`src/rtl/score_counter_pkg.sv`:
```
// Shared definitions for the score counter and its neighbouring stages
// (display and game control): state encodings, score width and ceiling,
// plus the saturating add used to build the next score.
package score_counter_pkg;

    // Width of every score value travelling between stages.
    localparam int SCORE_W = 32;

    // Largest score the four-digit display can show.
    localparam int MAX_SCORE = 9999;

    // Game state as seen by the display and game-control stages.
    typedef enum logic [1:0] {
        ST_IDLE = 2'd0,
        ST_RUN  = 2'd1,
        ST_OVER = 2'd2
    } state_e;

    // Adds two scores one bit wider than the operands, so the sum never
    // wraps, then clamps the result to the given ceiling.
    function automatic logic [SCORE_W-1:0] sat_add(
        input logic [SCORE_W-1:0] a,
        input logic [SCORE_W-1:0] b,
        input logic [SCORE_W-1:0] ceiling
    );
        logic [SCORE_W:0] sum;
        sum = {1'b0, a} + {1'b0, b};
        if (sum > {1'b0, ceiling}) begin
            sat_add = ceiling;
        end else begin
            sat_add = sum[SCORE_W-1:0];
        end
    endfunction

endpackage

```
`src/rtl/score_counter_if.sv`:
```
// Bundle of game-control inputs and score outputs shared between the
// game-control side (master) and the score counter (slave).
interface score_counter_if;
    import score_counter_pkg::*;

    // Game-control events and level
    logic               start;
    logic               running;
    logic               game_over;
    logic               bonus;

    // Score results for the display stage
    logic [SCORE_W-1:0] score;
    logic [SCORE_W-1:0] high_score;
    logic               new_high;
    logic               score_tick;
    state_e             state;

    // Game-control side: drives events, observes the score
    modport master (
        output start,
        output running,
        output game_over,
        output bonus,
        input  score,
        input  high_score,
        input  new_high,
        input  score_tick,
        input  state
    );

    // Score counter side: consumes events, produces the score
    modport slave (
        input  start,
        input  running,
        input  game_over,
        input  bonus,
        output score,
        output high_score,
        output new_high,
        output score_tick,
        output state
    );

endinterface

```
`src/rtl/score_counter_tick_prescaler.sv`:
```
// Enable-gated modulo-DIV counter. Emits a single-cycle wrap pulse in the
// cycle it rolls over from DIV-1 back to zero. Clear has priority over
// enable so a restart never produces a stray wrap. Also suitable for pacing
// obstacle speed.
module score_counter_tick_prescaler #(
    parameter int DIV = 4
) (
    input  logic clk,
    input  logic reset,
    input  logic clear,
    input  logic enable,
    output logic wrap
);

    // At least one bit, so DIV=1 still builds and wraps every enabled cycle.
    localparam int CNT_W = (DIV > 1) ? $clog2(DIV) : 1;
    localparam logic [CNT_W-1:0] LAST = CNT_W'(DIV - 1);

    logic [CNT_W-1:0] count_q;
    logic [CNT_W-1:0] count_d;

    // Next count: clear, hold when disabled, otherwise step and wrap at LAST.
    always_comb begin
        count_d = count_q;
        wrap    = 1'b0;
        if (clear) begin
            count_d = '0;
        end else if (enable) begin
            if (count_q == LAST) begin
                count_d = '0;
                wrap    = 1'b1;
            end else begin
                count_d = count_q + CNT_W'(1);
            end
        end
    end

    // Count register with synchronous reset.
    always_ff @(posedge clk) begin
        if (reset) begin
            count_q <= '0;
        end else begin
            count_q <= count_d;
        end
    end

endmodule

```
`src/rtl/score_counter.sv`:
```
// Score counter for the runner game. Awards one point per prescaler period
// while running, adds bonus points on request, saturates at the display
// ceiling, freezes on game over, and keeps the best score across games
// until reset.
module score_counter
    import score_counter_pkg::*;
#(
    parameter int TICK_DIV  = 10_000_000,
    parameter int BONUS_PTS = 50,
    parameter int MAX_SCORE = score_counter_pkg::MAX_SCORE
) (
    input  logic           clk,
    input  logic           reset,
    score_counter_if.slave bus
);

    localparam logic [SCORE_W-1:0] MAX_VAL   = SCORE_W'(MAX_SCORE);
    localparam logic [SCORE_W-1:0] BONUS_VAL = SCORE_W'(BONUS_PTS);
    localparam logic [SCORE_W-1:0] ONE_VAL   = SCORE_W'(1);

    state_e             state_q;
    state_e             state_d;
    logic [SCORE_W-1:0] score_q;
    logic [SCORE_W-1:0] score_d;
    logic [SCORE_W-1:0] high_score_q;
    logic [SCORE_W-1:0] high_score_d;
    logic               new_high_q;
    logic               new_high_d;
    logic               score_tick_q;
    logic               score_tick_d;

    logic               pre_clear;
    logic               pre_enable;
    logic               point_tick;
    logic [SCORE_W-1:0] inc;
    logic [SCORE_W-1:0] score_sat;
    logic               restart;

    // A start begins a fresh game unless game_over claims the same cycle in RUN.
    assign restart = bus.start && !((state_q == ST_RUN) && bus.game_over);

    // Prescaler control depends only on registered state and inputs, keeping
    // it free of any path back from the score logic.
    always_comb begin
        pre_clear  = restart;
        pre_enable = (state_q == ST_RUN) && bus.running && !bus.game_over;
    end

    score_counter_tick_prescaler #(
        .DIV (TICK_DIV)
    ) u_prescaler (
        .clk    (clk),
        .reset  (reset),
        .clear  (pre_clear),
        .enable (pre_enable),
        .wrap   (point_tick)
    );

    // Points earned this cycle and the clamped score they would produce.
    always_comb begin
        inc       = (point_tick ? ONE_VAL : '0) + (bus.bonus ? BONUS_VAL : '0);
        score_sat = sat_add(score_q, inc, MAX_VAL);
    end

    // Game FSM: next state, score, high score and new-high flag.
    always_comb begin
        state_d      = state_q;
        score_d      = score_q;
        high_score_d = high_score_q;
        new_high_d   = new_high_q;

        case (state_q)
            ST_IDLE: begin
                if (bus.start) begin
                    state_d    = ST_RUN;
                    score_d    = '0;
                    new_high_d = 1'b0;
                end
            end

            ST_RUN: begin
                if (bus.game_over) begin
                    state_d = ST_OVER;
                    if (score_q > high_score_q) begin
                        high_score_d = score_q;
                    end
                end else if (bus.start) begin
                    score_d    = '0;
                    new_high_d = 1'b0;
                end else begin
                    score_d = score_sat;
                    if (score_sat > high_score_q) begin
                        new_high_d = 1'b1;
                    end
                end
            end

            ST_OVER: begin
                if (bus.start) begin
                    state_d    = ST_RUN;
                    score_d    = '0;
                    new_high_d = 1'b0;
                end
            end

            default: begin
                state_d = ST_IDLE;
            end
        endcase

        score_tick_d = (score_d != score_q);
    end

    // State and score registers with synchronous reset.
    always_ff @(posedge clk) begin
        if (reset) begin
            state_q      <= ST_IDLE;
            score_q      <= '0;
            high_score_q <= '0;
            new_high_q   <= 1'b0;
            score_tick_q <= 1'b0;
        end else begin
            state_q      <= state_d;
            score_q      <= score_d;
            high_score_q <= high_score_d;
            new_high_q   <= new_high_d;
            score_tick_q <= score_tick_d;
        end
    end

    assign bus.score      = score_q;
    assign bus.high_score = high_score_q;
    assign bus.new_high   = new_high_q;
    assign bus.score_tick = score_tick_q;
    assign bus.state      = state_q;

endmodule

```
`src/flat_wrapper.sv`:
```
// flat-port wrapper written by rule: the top's interface ports become plain ports
module score_counter_flat import score_counter_pkg::*;
#(
    parameter int TICK_DIV  = 10_000_000,
    parameter int BONUS_PTS = 50,
    parameter int MAX_SCORE = score_counter_pkg::MAX_SCORE
)
  (clk, reset, bus_start, bus_running, bus_game_over, bus_bonus, bus_score, bus_high_score, bus_new_high, bus_score_tick, bus_state);
  score_counter_if bus_i ();
  input  logic clk;
  input  logic reset;
  input wire logic [$bits(bus_i.start)-1:0] bus_start;
  input wire logic [$bits(bus_i.running)-1:0] bus_running;
  input wire logic [$bits(bus_i.game_over)-1:0] bus_game_over;
  input wire logic [$bits(bus_i.bonus)-1:0] bus_bonus;
  output wire logic [$bits(bus_i.score)-1:0] bus_score;
  output wire logic [$bits(bus_i.high_score)-1:0] bus_high_score;
  output wire logic [$bits(bus_i.new_high)-1:0] bus_new_high;
  output wire logic [$bits(bus_i.score_tick)-1:0] bus_score_tick;
  output wire logic [$bits(bus_i.state)-1:0] bus_state;
  assign bus_i.start = bus_start;
  assign bus_i.running = bus_running;
  assign bus_i.game_over = bus_game_over;
  assign bus_i.bonus = bus_bonus;
  assign bus_score = bus_i.score;
  assign bus_high_score = bus_i.high_score;
  assign bus_new_high = bus_i.new_high;
  assign bus_score_tick = bus_i.score_tick;
  assign bus_state = bus_i.state;
  score_counter #(.TICK_DIV(TICK_DIV), .BONUS_PTS(BONUS_PTS), .MAX_SCORE(MAX_SCORE)) u_core (.clk(clk), .reset(reset), .bus(bus_i));
endmodule
```
`config.mk`:
```
export PLATFORM = sky130hd
export DESIGN_NAME = score_counter_flat
export DESIGN_NICKNAME = d
export VERILOG_FILES = /design/src/rtl/score_counter_pkg.sv /design/src/rtl/score_counter_if.sv /design/src/rtl/score_counter_tick_prescaler.sv /design/src/rtl/score_counter.sv /design/src/flat_wrapper.sv
export SDC_FILE = /design/constraint.sdc
export NUM_CORES = 1
export LEC_CHECK = 0
export ABC_AREA = 0
export CORE_MARGIN = 2
export CORE_UTILIZATION = 57
export CTS_BUF_LIST = sky130_fd_sc_hd__clkbuf_16
export CTS_CLUSTER_DIAMETER = 120
export CTS_CLUSTER_SIZE = 14
export DETAILED_ROUTE_END_ITERATION = 12
export GPL_ROUTABILITY_DRIVEN = 0
export PLACE_DENSITY = 0.81
export SETUP_SLACK_MARGIN = 0.02
export SYNTH_ARGS = -nofsm -noshare
export SYNTH_HDL_FRONTEND = slang
export SYNTH_SLANG_ARGS = --single-unit
```
`constraint.sdc`:
```
create_clock -name clk -period 8.2 [get_ports clk]
set_clock_uncertainty 0.2 [all_clocks]
set_input_delay 0.82 -clock clk [delete_from_list [all_inputs] [get_ports clk]]
set_output_delay 0.82 -clock clk [all_outputs]
set_load 0.01 [all_outputs]
```
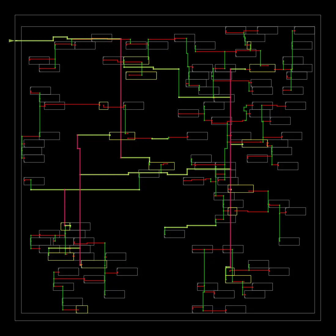
Figure 1: run 1, clock routing.
seq_cells: 92
CTS buffer count: 9

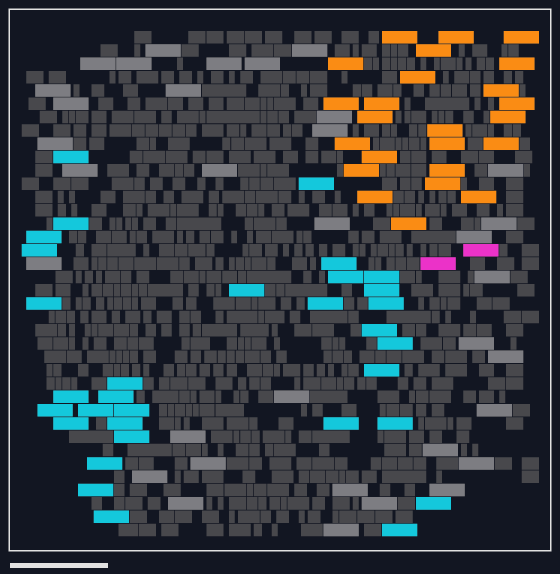
Figure 2: run 1, register map, names as in the netlist.
The bar under the picture is 20 um long. Other sequential cells in the stronger gray, the rest of the logic in the fainter gray.
- u_core.u_prescaler.count_q: orange (placed flops 24; where north-east)
- u_core.bus.score: cyan (placed flops 32)
- u_core.bus.state: magenta (placed flops 2)

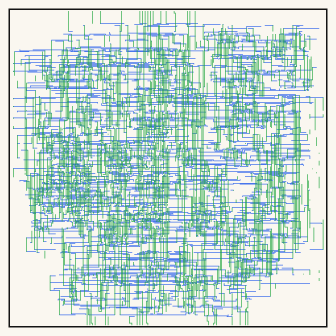
Figure 3: run 1, wiring by layer.
Two of the layers only.
- met1: blue (wire length 7780 um)
- met2: green (wire length 8360 um)

==> GITHUB_STEP_SUMMARY, run 1 <==
### Flow metrics

| Metric | Value |
|---|---|
| Met2 WL | `8.36 mm` |
| Reg power frac | `0.468` |
| Met1 WL | `7.78 mm` |
| Drt drc | `0` |
| Clock transition at the registers of the reported paths | `0.07 ns` |
| Synth top area share | `0.286` |
| Worst slew margin | `0.219` |
| Area of placed instances | `0.00727 mm^2` |
| Core Rows | `38` |
| Synth async-reset ratio | `0` |
| Status | `finished clean` |
| Post-Layout Cell Count | `973` |
| Synthesized area | `0.00644 mm^2` |
| Final Net Count | `904` |
| Crit Path Class | `input pin to register` |
| Hold_sp | `u_core.u_prescaler.count_q[23]$_SDFFE_PP0P_` |
| Crit. End Element | `register` |
| Logic gate share of total power | `0.068` |
| Post-cts resize count | `0` |
| CTS max path bufs | `2` |
| Synth Seq Share | `0.286` |
| Final Instance Area | `0.00758 mm^2` |
| R2R Setup Slk | `1.26 ns` |
| CP Max Fanout | `15` |
| Drt wl/cell | `19.0 um` |
| Worst hold-check path type | `register to register` |
| Drt pass-1 iters | `6` |
| Final setup vio count | `0` |
| First-pass GRT wire length | `29.5 mm` |
| Met3 WL | `1.60 mm` |
| Final period util | `0.893` |
| Pint | `0.712 mW` |
| Fillers | `922` |
| Clock network power share | `0.464` |
| Sw power | `0.248 mW` |
| GRT overflow | `0` |
| CTS tree | `built` |
| Hold path depth | `2` |
| Reg-to-Reg Start | `u_core.bus.state[0]$_SDFFE_PP0P_` |
| Top cells by area | `dfxtp_1 29%, ha_1 13%, o2111ai_1 4.4%` |
| Area growth from synthesis to layout | `17.7%` |
| Largest net degree at the start of global routing | `52` |
| Yosys top cell by instances | `dfxtp_1` |
| Hold Worst Slack | `0.296 ns` |
| Worst VDD drop | `160 uV` |
| Via density | `6.47` |
| Most common cell on crit path | `o21a_1` |
| Chip Height | `110 um` |
| #FFs+latches synth | `92` |
| Die Width | `110 um` |
| Final antenna-violating net count | `0` |
| Placed Cells | `957` |
| Initial antenna violation count | `0` |
| Synth cell count leaders | `92 x dfxtp_1, 69 x ha_1, 58 x nor2_1` |
| Worst r2r path cells | `28` |
| Post-Syn Instances | `768` |
| Vias in the first global route | `6001` |
| Share of layout cells above drive strength 1 | `0.0660` |
| Sw Share | `0.258` |
| Late-Pin Clk Latency | `0.37 ns` |
| YS chip area | `0.00644 mm^2` |
run 1: how the worst max path moves through the flow:
stage / startpoint / end / depth (start not counted)
5_1_grt: bus_game_over / u_core.bus.new_high$_SDFFE_PP0P_ / 28
3_5_place_dp: bus_game_over / u_core.bus.new_high$_SDFFE_PP0P_ / 28
3_3_place_gp: bus_game_over / u_core.bus.new_high$_SDFFE_PP0P_ / 28
4_1_cts: bus_game_over / u_core.bus.new_high$_SDFFE_PP0P_ / 28
2_1_floorplan: bus_game_over / u_core.bus.new_high$_SDFFE_PP0P_ / 30
6_report: bus_game_over / u_core.bus.new_high$_SDFFE_PP0P_ / 28
run 1: cells by family (layout without fill, tap and decap cells):
family / Yosys count / after routing / synth area share
compound gates: 211 / 211 / 0.237
xor+xnor: 35 / 35 / 0.0476
fa+ha+maj: 70 / 70 / 0.137
buf+inv: 90 / 138 / 0.0571
flops: 92 / 92 / 0.286
mux: 5 / 5 / 0.00855
other cells: 1 / 18 / 0.000583
simple gates: 264 / 264 / 0.226
run 1: placed cells by master, fill, tap and decap left out, drive strengths merged, types with 5 or more instances in the layout:
cell type       n
dfxtp          92
clkdlybuf4s50  72
ha             69
nor2           59
nand2          55
inv            47
a21oi          37
o31ai          33
o2111ai        32
and3           29
o21ai          27
nand4          26
a21o           21
nand3          21
xor2           19
conb           18
o21a           17
xnor2          16
nor3           16
nand2b         12
nor4           11
or3            10
clkbuf          9
a31oi           9
buf             8
nor2b           7
o211ai          5
run 1: layout make-up:
class / count / area (um^2) / area share
Clock inverter: 7 / 80.1 / 0.0106
Timing Repair Buffer: 80 / 778 / 0.103
Sequential cell: 92 / 1840 / 0.243
Inverter: 42 / 158 / 0.0208
Tap cell: 140 / 175 / 0.0231
Multi-Input combinational cell: 603 / 4320 / 0.570
Clock buffer: 9 / 225 / 0.0297
run 1: power groups by stage:
stage / Clock, mW / Combinational, mW / Sequential [mW]
2_1_floorplan: 0 / 0.0435 / 0.460
3_3_place_gp: 0 / 0.0606 / 0.460
3_5_place_dp: 0 / 0.0621 / 0.460
4_1_cts: 0.446 / 0.0624 / 0.449
5_1_grt: 0.466 / 0.0718 / 0.449
6_report: 0.445 / 0.0655 / 0.449
run 1: routing by layer:
metal	vias to the layer above	global-route usage
met5	-	0
li1	2964	-
met1	2919	0.410
met4	0	0.166
met2	354	0.484
met3	63	0.0647
run 1: worst max-delay path, delay by kind of cell:
kind / cells / cell delay, ns
buffers and inverters: 1 / 0.46
and+or+nand+nor: 13 / 2.93
AOI/OAI and AO/OA: 11 / 2.29
adders and majority gates: 3 / 0.87
run 1: state kept, by name, indices dropped and copies added, names as in the netlist:
signal and flops:
u_core.bus.high_score 32, u_core.bus.new_high 1, u_core.bus.score 32, u_core.bus.score_tick 1, u_core.bus.state 2, u_core.u_prescaler.count_q 24
--- run 2 (diff from run 1) ---
GPL_ROUTABILITY_DRIVEN = unset   (was 0)
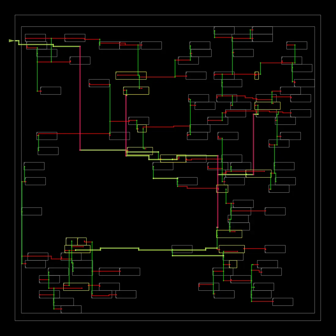
Figure 4: run 2, clock routing.
Late-Pin Clk Latency: 0.35 ns
CLK BUF: 9

==> run 2 against run 1 <==
Against the previous run:
- utilization increased by 0.080 points
- first-iteration DRC count decreased by 2.1%
- synthesized cell count unchanged
- critical endpoint unchanged
- sequential share of layout area about the same
==> GITHUB_STEP_SUMMARY, run 2 <==
### Flow metrics

| Metric | Value |
|---|---|
| Max Cap Viol | `0` |
| WL final | `18.8 mm` |
| Post-cts resize count | `0 (unchanged)` |
| Endpoints failing hold | `0` |
| Ports | `74` |
| Ys Warns | `0` |
| Reg2reg end | `u_core.bus.new_high$_SDFFE_PP0P_` |
| Synthesized area | `0.00644 mm^2 (unchanged)` |
| Crit path largest cell delay | `0.62 ns` |
| CTS tree | `built` |
| Post-CTS Hold Buffers | `0` |
| Cell Type Count | `76` |
| Synth Seq Share | `0.286 (unchanged)` |
| Synth Flop Type | `dfxtp_1` |
| Largest net degree at the start of global routing | `52 (unchanged)` |
| Synth area leader | `dfxtp_1` |
| Slew @ Worst Pin | `1.18 ns` |
| Post-CTS Setup Repair Bufs | `0` |
| Crit path to | `u_core.bus.new_high$_SDFFE_PP0P_` |
| Yosys top cell by instances | `dfxtp_1` |
| Area growth from synthesis to layout | `17.9%` |
| Final period util | `0.872 (-0.0207)` |
| H-Tree Depth | `3` |
| Vias in the first global route | `5989 (-0.20%)` |
| Dpl hpwl | `13.7 mm` |
| #FFs+latches synth | `92 (unchanged)` |
| Worst path depth | `29 (+3.6%)` |
| Crit path max-delay cell type | `o21ai_1` |
| YS chip area | `0.00644 mm^2 (unchanged)` |
| 1st-iter DRT viols | `608` |
| Worst VDD drop | `128 uV (-20%)` |
| Top cells by area | `dfxtp_1 29%, ha_1 13%, o2111ai_1 4.4%` |
| Logic area | `0.00432 mm^2 (unchanged)` |
| Die area | `0.0122 mm^2` |
| CP Launch Point | `bus_game_over` |
| Clock transition at the registers of the reported paths | `0.07 ns (about the same)` |
| GRT Overall Usage | `0.321` |
| GPL Wtd Cong | `0.928` |
| Die Width | `110 um (unchanged)` |
| Delay-heaviest family, CP | `simple AND/OR/NAND/NOR gates` |
| Buf/Inv on CP | `2 (+1)` |
| CP Launch Type | `input pin` |
| CTS buffer count | `9 (unchanged)` |
| CP Max Fanout | `12 (-3)` |
| Chip Height | `110 um (unchanged)` |
| Reg area | `0.00184 mm^2 (unchanged)` |
| Core Rows | `38 (unchanged)` |
| Fillers | `929 (+0.76%)` |
| RSZ-0062 raised after global routing | `false` |
| Crit Path Class | `input pin to register` |
| Log Warnings | `26` |
| Antenna diodes | `0` |
| Setup TNS | `0 ns` |
| Synth cell count leaders | `92 x dfxtp_1, 69 x ha_1, 58 x nor2_1` |
| Final setup vio count | `0 (unchanged)` |
| Reg-to-Reg Start | `u_core.bus.state[0]$_SDFFE_PP0P_` |
| Via Count | `6317` |
| Worst slew margin | `0.212 (-0.00681)` |
| R2R Setup Slk | `1.45 ns (+0.19 ns)` |
| CTS max path bufs | `2 (unchanged)` |
| Crit. End Element | `register` |
| # Cells Yosys | `768` |
| Most numerous logic cell after layout | `dfxtp_1` |
| Area of the core region | `0.0109 mm^2` |
| # port buffers | `73` |
| Status | `finished clean` |
| CTS root buffer | `clkbuf_16` |
| Hold Worst Slack | `0.300 ns (+0.00442 ns)` |
| Synth top area share | `0.286 (unchanged)` |
| WP data arrival | `7.20 ns` |
| Drt wl/cell | `19.3 um (+1.3%)` |
| Fmax | `140 MHz` |
| Post-Syn Instances | `768 (unchanged)` |
| Total power | `0.952 mW` |
| Final Net Count | `905 (+0.11%)` |
| Final antenna-violating net count | `0 (unchanged)` |
| Most common logic cells in the final layout | `92 x dfxtp_1, 72 x clkdlybuf4s50_1, 69 x ha_1` |
| Req. time, crit path | `8.25 ns` |
| Min Tclk post-route | `7.15 ns` |
| GRT overflow | `0 (unchanged)` |
| Share of layout cells above drive strength 1 | `0.0671 (+0.00112)` |
| Slew Limit Fails | `0` |
| CTS sink cnt | `92` |
| First-pass GRT wire length | `30.3 mm (+2.6%)` |
| Post-synth EDFFs | `0` |
| Synth async-reset ratio | `0 (unchanged)` |
| Mapped Avg Cell Area | `8.38 um^2` |
| Via density | `6.49 (+0.17%)` |
| PwrDens | `125 mW/mm^2` |
| Drt pass-1 iters | `5 (-1)` |
| Leak pwr | `3.00 nW` |
| Worst r2r path cells | `29 (+3.6%)` |
| Drt drc | `0 (unchanged)` |
| Worst hold-check path type | `register to register` |
| Initial antenna violation count | `0 (unchanged)` |
| Fp_density | `0.589` |
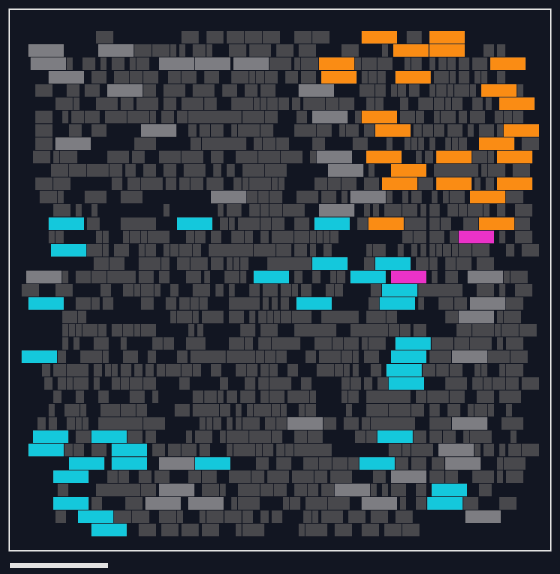
Figure 5: run 2, register map, names as in the netlist.
The bar under the picture is 20 um long. Other sequential cells in the stronger gray, the rest of the logic in the fainter gray.
- u_core.bus.state: magenta (placed flops 2)
- u_core.bus.score: cyan (placed flops 32)
- u_core.u_prescaler.count_q: orange (placed flops 24; where north-east)
- not colored: 34

-- run 2: cell counts after synthesis --
Identical to the previous run, type by type.
-- run 2: how the worst min path moves through the flow --
stage	from	endpoint	slack, ns	depth (start not counted)
final	u_core.u_prescaler.count_q[23]$_SDFFE_PP0P_	u_core.u_prescaler.count_q[23]$_SDFFE_PP0P_	0.30	2
after global routing	u_core.u_prescaler.count_q[23]$_SDFFE_PP0P_	u_core.u_prescaler.count_q[23]$_SDFFE_PP0P_	0.31	2
after CTS	u_core.u_prescaler.count_q[23]$_SDFFE_PP0P_	u_core.u_prescaler.count_q[23]$_SDFFE_PP0P_	0.30	2
after detailed placement	u_core.u_prescaler.count_q[23]$_SDFFE_PP0P_	u_core.u_prescaler.count_q[23]$_SDFFE_PP0P_	0.29	2
after global placement	u_core.u_prescaler.count_q[23]$_SDFFE_PP0P_	u_core.u_prescaler.count_q[23]$_SDFFE_PP0P_	0.27	2
after floorplan	u_core.u_prescaler.count_q[23]$_SDFFE_PP0P_	u_core.u_prescaler.count_q[23]$_SDFFE_PP0P_	0.26	2
-- run 2: cell type report --
cell class,instances,share of cell area
clock buffers,9,0.0297
clock inverters,7,0.0107
inverters,42,0.0208
multi-input cells,603,0.569
flip-flops and latches,92,0.243
well taps,140,0.0231
repair buffers,81,0.104
-- run 2: power breakdown --
group | internal [mW] | total [mW] | switching, mW
combinational | 0.0223 | 0.0667 | 0.0443
clock | 0.242 | 0.436 | 0.194
sequential | 0.448 | 0.449 | 0.00184
-- run 2: routing by layer --
layer,track usage,part of all wire
met4,0.139,0.035
met1,0.432,0.44
met2,0.500,0.45
met5,0,0
met3,0.0606,0.081
-- run 2: tightest hold or removal path: stages, from the launching register on --
cell	delay, ns
dfxtp_1	0.32
o21ai_0	0.07
a21oi_1	0.06
-- run 2: stage by stage --
step           worst slack, ns  utilization  instance area (um^2)  std cells
6_report                  1.05        0.694                  7590        974
5_1_grt                  0.596        0.694                  7590        974
4_1_cts                   1.21        0.694                  7590        974
3_5_place_dp             0.888        0.666                  7280        958
3_3_place_gp              1.17        0.666                  7280        958
2_1_floorplan             2.17            -                  6500        785
-- run 2: logic make-up (layout without fill, tap and decap cells) --
group,after synthesis,in the layout,share of synthesized area
flops,92,92,0.286
other cells,1,18,0.000583
buf+inv,90,139,0.0571
fa+ha+maj,70,70,0.137
mux,5,5,0.00855
simple gates,264,264,0.226
xor+xnor,35,35,0.0476
compound gates,211,211,0.237
Power and IR drop assume default switching activity.
